Fig. 1: port wiring
Scale: 2 px per um.
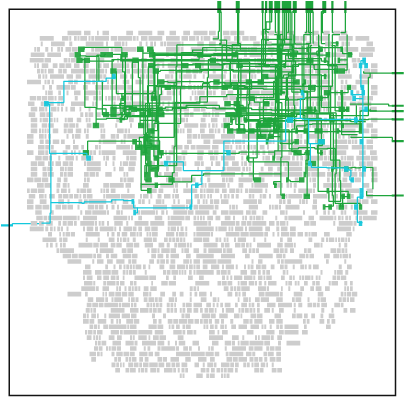
Fig. 2: routed clock nets over the placement
Scale: 1.5 px per um.
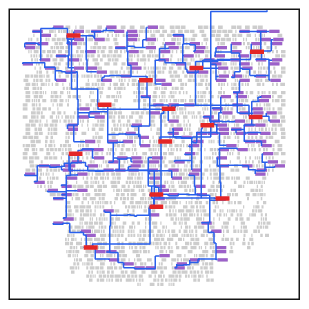
Fig. 3: met2 routing
Scale: 2 px per um.
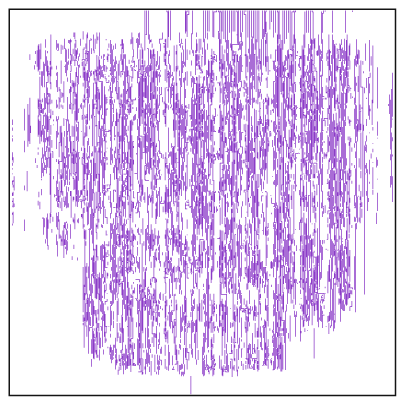
Fig. 4: cells colored by class
Scale: 1.5 px per um.
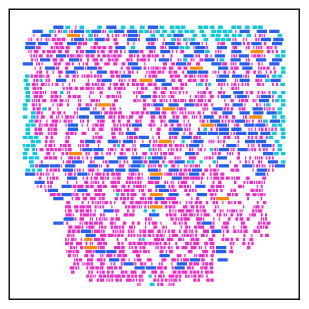
$ cat src/rtl/muldiv_unit.sv
// muldiv_unit: iterative MULT/MULTU/DIV/DIVU engine with HI/LO registers.
// Ports: clock, reset (sync, active-low), start/op/operand_a/operand_b
//   launch an operation; hi_write/lo_write load HI/LO from operand_a
//   while idle; busy stalls the CPU; done pulses once with HI/LO valid.
module muldiv_unit #(
  parameter int DATA_WIDTH = 32
) (
  input  logic                  clock,
  input  logic                  reset,
  input  logic                  start,
  input  logic [1:0]            op,
  input  logic [DATA_WIDTH-1:0] operand_a,
  input  logic [DATA_WIDTH-1:0] operand_b,
  input  logic                  hi_write,
  input  logic                  lo_write,
  output logic                  busy,
  output logic                  done,
  output logic [DATA_WIDTH-1:0] hi,
  output logic [DATA_WIDTH-1:0] lo
);

  localparam int W = DATA_WIDTH;
  localparam logic [5:0] LAST = 6'(W - 1);

  typedef enum logic [1:0] {
    S_IDLE,
    S_RUN,
    S_FIX
  } state_e;

  state_e         state_q, state_d;
  logic [5:0]     cnt_q, cnt_d;
  logic [W-1:0]   hi_q, hi_d;
  logic [W-1:0]   lo_q, lo_d;
  logic           done_q, done_d;
  // acc: product upper half / remainder
  // wrk: multiplier+product lower half / dividend+quotient
  // mag: multiplicand magnitude / divisor magnitude
  logic [W-1:0]   acc_q, acc_d;
  logic [W-1:0]   wrk_q, wrk_d;
  logic [W-1:0]   mag_q, mag_d;
  logic [W-1:0]   raw_a_q, raw_a_d;
  logic           is_div_q, is_div_d;
  logic           neg_q, neg_d;
  logic           neg_rem_q, neg_rem_d;
  logic           div0_q, div0_d;

  logic           a_neg, b_neg;
  logic [W-1:0]   mag_a, mag_b;
  logic [W:0]     sum;
  logic [W:0]     trial;
  logic           fits;
  logic [W-1:0]   diff;
  logic [W-1:0]   rem_next;
  logic [2*W-1:0] prod;
  logic [2*W-1:0] prod_neg;

  // op[0]==0 selects the signed variants
  assign a_neg = !op[0] && operand_a[W-1];
  assign b_neg = !op[0] && operand_b[W-1];
  assign mag_a = a_neg ? -operand_a : operand_a;
  assign mag_b = b_neg ? -operand_b : operand_b;

  // shift-add step; the carry rides into the shifted-in bit
  assign sum = {1'b0, acc_q}
             + (wrk_q[0] ? {1'b0, mag_q} : '0);

  // restoring step; trial < 2*divisor so W bits of diff suffice
  assign trial    = {acc_q, wrk_q[W-1]};
  assign fits     = trial >= {1'b0, mag_q};
  assign diff     = trial[W-1:0] - mag_q;
  assign rem_next = fits ? diff : trial[W-1:0];

  assign prod     = {acc_q, wrk_q};
  assign prod_neg = -prod;

  always_comb begin
    state_d   = state_q;
    cnt_d     = cnt_q;
    hi_d      = hi_q;
    lo_d      = lo_q;
    done_d    = 1'b0;
    acc_d     = acc_q;
    wrk_d     = wrk_q;
    mag_d     = mag_q;
    raw_a_d   = raw_a_q;
    is_div_d  = is_div_q;
    neg_d     = neg_q;
    neg_rem_d = neg_rem_q;
    div0_d    = div0_q;
    unique case (state_q)
      S_IDLE: begin
        if (start) begin
          state_d   = S_RUN;
          cnt_d     = '0;
          is_div_d  = op[1];
          neg_d     = a_neg ^ b_neg;
          neg_rem_d = a_neg;
          div0_d    = op[1] && (operand_b == '0);
          raw_a_d   = operand_a;
          acc_d     = '0;
          if (op[1]) begin
            wrk_d = mag_a;
            mag_d = mag_b;
          end else begin
            wrk_d = mag_b;
            mag_d = mag_a;
          end
        end else begin
          if (hi_write) hi_d = operand_a;
          if (lo_write) lo_d = operand_a;
        end
      end
      S_RUN: begin
        if (is_div_q) begin
          acc_d = rem_next;
          wrk_d = {wrk_q[W-2:0], fits};
        end else begin
          acc_d = sum[W:1];
          wrk_d = {sum[0], wrk_q[W-1:1]};
        end
        if (cnt_q == LAST) begin
          state_d = S_FIX;
          cnt_d   = '0;
        end else begin
          cnt_d = cnt_q + 6'd1;
        end
      end
      S_FIX: begin
        state_d = S_IDLE;
        done_d  = 1'b1;
        if (div0_q) begin
          hi_d = raw_a_q;
          lo_d = '1;
        end else if (is_div_q) begin
          lo_d = neg_q ? -wrk_q : wrk_q;
          hi_d = neg_rem_q ? -acc_q : acc_q;
        end else begin
          {hi_d, lo_d} = neg_q ? prod_neg : prod;
        end
      end
      default: state_d = S_IDLE;
    endcase
  end

  always_ff @(posedge clock) begin
    if (!reset) begin
      state_q   <= S_IDLE;
      cnt_q     <= '0;
      hi_q      <= '0;
      lo_q      <= '0;
      done_q    <= 1'b0;
      acc_q     <= '0;
      wrk_q     <= '0;
      mag_q     <= '0;
      raw_a_q   <= '0;
      is_div_q  <= 1'b0;
      neg_q     <= 1'b0;
      neg_rem_q <= 1'b0;
      div0_q    <= 1'b0;
    end else begin
      state_q   <= state_d;
      cnt_q     <= cnt_d;
      hi_q      <= hi_d;
      lo_q      <= lo_d;
      done_q    <= done_d;
      acc_q     <= acc_d;
      wrk_q     <= wrk_d;
      mag_q     <= mag_d;
      raw_a_q   <= raw_a_d;
      is_div_q  <= is_div_d;
      neg_q     <= neg_d;
      neg_rem_q <= neg_rem_d;
      div0_q    <= div0_d;
    end
  end

  assign busy = (state_q != S_IDLE);
  assign done = done_q;
  assign hi   = hi_q;
  assign lo   = lo_q;

endmodule

$ cat config.mk
export PLATFORM = sky130hd
export DESIGN_NAME = muldiv_unit
export DESIGN_NICKNAME = d
export VERILOG_FILES = /design/src/rtl/muldiv_unit.sv
export SDC_FILE = /design/constraint.sdc
export NUM_CORES = 1
export LEC_CHECK = 0
export ABC_CLOCK_PERIOD_IN_PS = 7000
export CAP_MARGIN = 5
export CORE_MARGIN = 8
export CORE_UTILIZATION = 50
export CTS_CLUSTER_DIAMETER = 150
export CTS_CLUSTER_SIZE = 20
export DETAILED_ROUTE_END_ITERATION = 16
export HOLD_SLACK_MARGIN = 0.06
export PLACE_DENSITY_LB_ADDON = 0.3
export SLEW_MARGIN = 20
export SYNTH_ARGS = -nofsm -noshare
export SYNTH_HDL_FRONTEND = slang
export SYNTH_SLANG_ARGS = --single-unit
$ cat constraint.sdc
create_clock -name clock -period 7 [get_ports clock]
set_clock_uncertainty 0.1 [all_clocks]
set_input_delay 1.4 -clock clock [delete_from_list [all_inputs] [get_ports clock]]
set_output_delay 1.4 -clock clock [all_outputs]
set_load 0.02 [all_outputs]
==> impl_results.html <==
<h2>Synthesis and place &amp; route</h2>
<table>
<tr><th>Metric</th><th>Value</th></tr>
<tr><th colspan="2">Min path</th></tr>
<tr><td>Startpoint of the worst hold path</td><td>lo[28]</td></tr>
<tr><td>Number of cells traversed by the worst hold path</td><td>2</td></tr>
<tr><td>Worst-case hold path end point</td><td>lo[28]</td></tr>
<tr><td>Type of the worst min-delay path</td><td>flip-flop to flip-flop</td></tr>
<tr><th colspan="2">Synthesis</th></tr>
<tr><td>Proportion of register bits with asynchronous set or reset after synthesis</td><td>0%</td></tr>
<tr><td>Part of the Yosys area used for sequential elements</td><td>26.4%</td></tr>
<tr><td>Mux share of post-synthesis cell area</td><td>3.89%</td></tr>
<tr><td>Synthesized-area fraction occupied by ao, oa, aoi and oai cells</td><td>28.5%</td></tr>
<tr><td>Biggest area consumer among synthesized cells</td><td>sky130_fd_sc_hd__dfxtp_1</td></tr>
<tr><td>Count of unique library cells instantiated by Yosys</td><td>75</td></tr>
<tr><td>Count of state elements after synthesis</td><td>205</td></tr>
<tr><td>Cell types with the highest counts after synthesis</td><td>sky130_fd_sc_hd__nand2_1, sky130_fd_sc_hd__a21oi_1, sky130_fd_sc_hd__dfxtp_1</td></tr>
<tr><td>Mean post-synth cell area</td><td>7.28 sq um</td></tr>
<tr><td>Top logic cell family in the synthesized netlist</td><td>AND-OR/OR-AND gates</td></tr>
<tr><td>Post-Syn Instances</td><td>2,136</td></tr>
<tr><th colspan="2">Worst setup path</th></tr>
<tr><td>Buf+Inv Stages, Crit Path</td><td>1</td></tr>
<tr><td>End point of the critical path</td><td>mag_q[25]</td></tr>
<tr><td>Destination of the worst register-to-register timing path</td><td>hi[26]</td></tr>
<tr><td>Worst Setup SP</td><td>operand_a[0]</td></tr>
<tr><td>Worst R2R Start</td><td>wrk_q[0]</td></tr>
<tr><td>Critical-path cell with the highest stage delay</td><td>sky130_fd_sc_hd__or4_1</td></tr>
<tr><td>Reg2Reg Depth</td><td>11</td></tr>
<tr><td>Arrival time of the worst setup path</td><td>4850 ps</td></tr>
<tr><th colspan="2">Floorplan</th></tr>
<tr><td>Die height</td><td>192 um</td></tr>
<tr><th colspan="2">Final layout</th></tr>
<tr><td>Number of antenna cells inserted</td><td>0</td></tr>
<tr><td>Buffer count excluding the clock tree in the final layout</td><td>158</td></tr>
<tr><td>Number of multi-input combinational cells in the layout</td><td>1,718</td></tr>
<tr><td>Portion of the layout cell area used by non-clock buffers</td><td>8.74%</td></tr>
<tr><td>Share of cell area taken by flip-flops and latches</td><td>23.6%</td></tr>
<tr><td>Inverter count of the layout excluding clock inverters</td><td>62</td></tr>
<tr><td>Clock network share of area</td><td>2.25%</td></tr>
<tr><td>Sequential cell area</td><td>0.00411 sq mm</td></tr>
<tr><td>Fraction of layout instances using a drive strength above 1</td><td>3.29%</td></tr>
<tr><td>Post-layout nets</td><td>2,301</td></tr>
<tr><td>Summed area of non-filler cells in the final layout</td><td>0.0174 sq mm</td></tr>
<tr><td>Seq cells</td><td>205</td></tr>
<tr><td>Synthesis-to-finish area growth</td><td>11.9%</td></tr>
<tr><th colspan="2">Power and ir drop</th></tr>
<tr><td>Biggest power consumer among the groups</td><td>registers</td></tr>
<tr><td>Overall power after layout</td><td>3.09 mW</td></tr>
<tr><td>Comb pwr share</td><td>30.2%</td></tr>
<tr><td>Net switching share of the total power</td><td>35.9%</td></tr>
<tr><td>Leakage power</td><td>6.46 nW</td></tr>
<tr><td>Seq pwr share</td><td>42.7%</td></tr>
<tr><td>Net load switching power</td><td>1.11 mW</td></tr>
<tr><th colspan="2">Final timing</th></tr>
<tr><td>Setup-violating endpoint count in the final report</td><td>0</td></tr>
<tr><td>Slew @ Worst Pin</td><td>970 ps</td></tr>
<tr><td>Min setup slack post-route</td><td>2460 ps</td></tr>
<tr><td>Final Max-Slew Violation Tally</td><td>0</td></tr>
<tr><th colspan="2">GRT</th></tr>
<tr><td>Met3 routing resource usage after global routing</td><td>5.10%</td></tr>
<tr><td>Vias in the first global route</td><td>15,400</td></tr>
<tr><td>Antenna violations before repair</td><td>1</td></tr>
<tr><th colspan="2">Status</th></tr>
<tr><td>Outcome</td><td>finished clean</td></tr>
<tr><th colspan="2">Clock tree</th></tr>
<tr><td>CTS root buffer</td><td>sky130_fd_sc_hd__clkbuf_16</td></tr>
<tr><td>Number of CTS-inserted buffers</td><td>14</td></tr>
<tr><td>Clock-pin slew on the worst setup and hold paths</td><td>100 ps</td></tr>
<tr><td>Longest Clk Path Bufs</td><td>3</td></tr>
<tr><td>Clock tree from TritonCTS</td><td>yes</td></tr>
<tr><td>Post-CTS setup buffer count</td><td>0</td></tr>
<tr><th colspan="2">Detailed routing</th></tr>
<tr><td>Iteration tally of the first detailed-router pass</td><td>6</td></tr>
<tr><td>Routed length on met3</td><td>6.29 mm</td></tr>
<tr><td>Total DRC errors in the routed layout</td><td>0</td></tr>
<tr><th colspan="2">Placement</th></tr>
<tr><td>Post-placement setup slack</td><td>2090 ps</td></tr>
<tr><td>Number of I/O port buffers</td><td>136</td></tr>
</table>
## Picture notes: Fig. 1
Green marks `operand_a`, bits 32, direction input, edge 26 north, 6 east, end cells 164, buffers 32, wire 6,070 um. Cyan marks `reset`, bits 1, direction input, edge west, end cells 30, buffers 2, wire 565 um.

## Picture notes: Fig. 2
Blue marks clock wires, length 2,790 um. Purple marks flip-flops, count 205. Red marks clock-net drivers, count 14.
There are 15 routed clock nets.

## Picture notes: Fig. 3
The longest straight run is 78.4 um. 1,905 nets have wire on it. The wires run mostly vertical. The layer holds 43% of the routed length.

## Picture notes: Fig. 4
Cyan marks remaining buffers and delay cells, cells 158, share of their area 9.0%. Orange marks clock drivers and dummy loads, cells 16, share of their area 2.3%. Blue marks registers, cells 205, share of their area 24%. Magenta marks remaining logic cells, cells 1,780, share of their area 64%.

Power figures rest on the tool's default switching activity, not on a simulated workload.
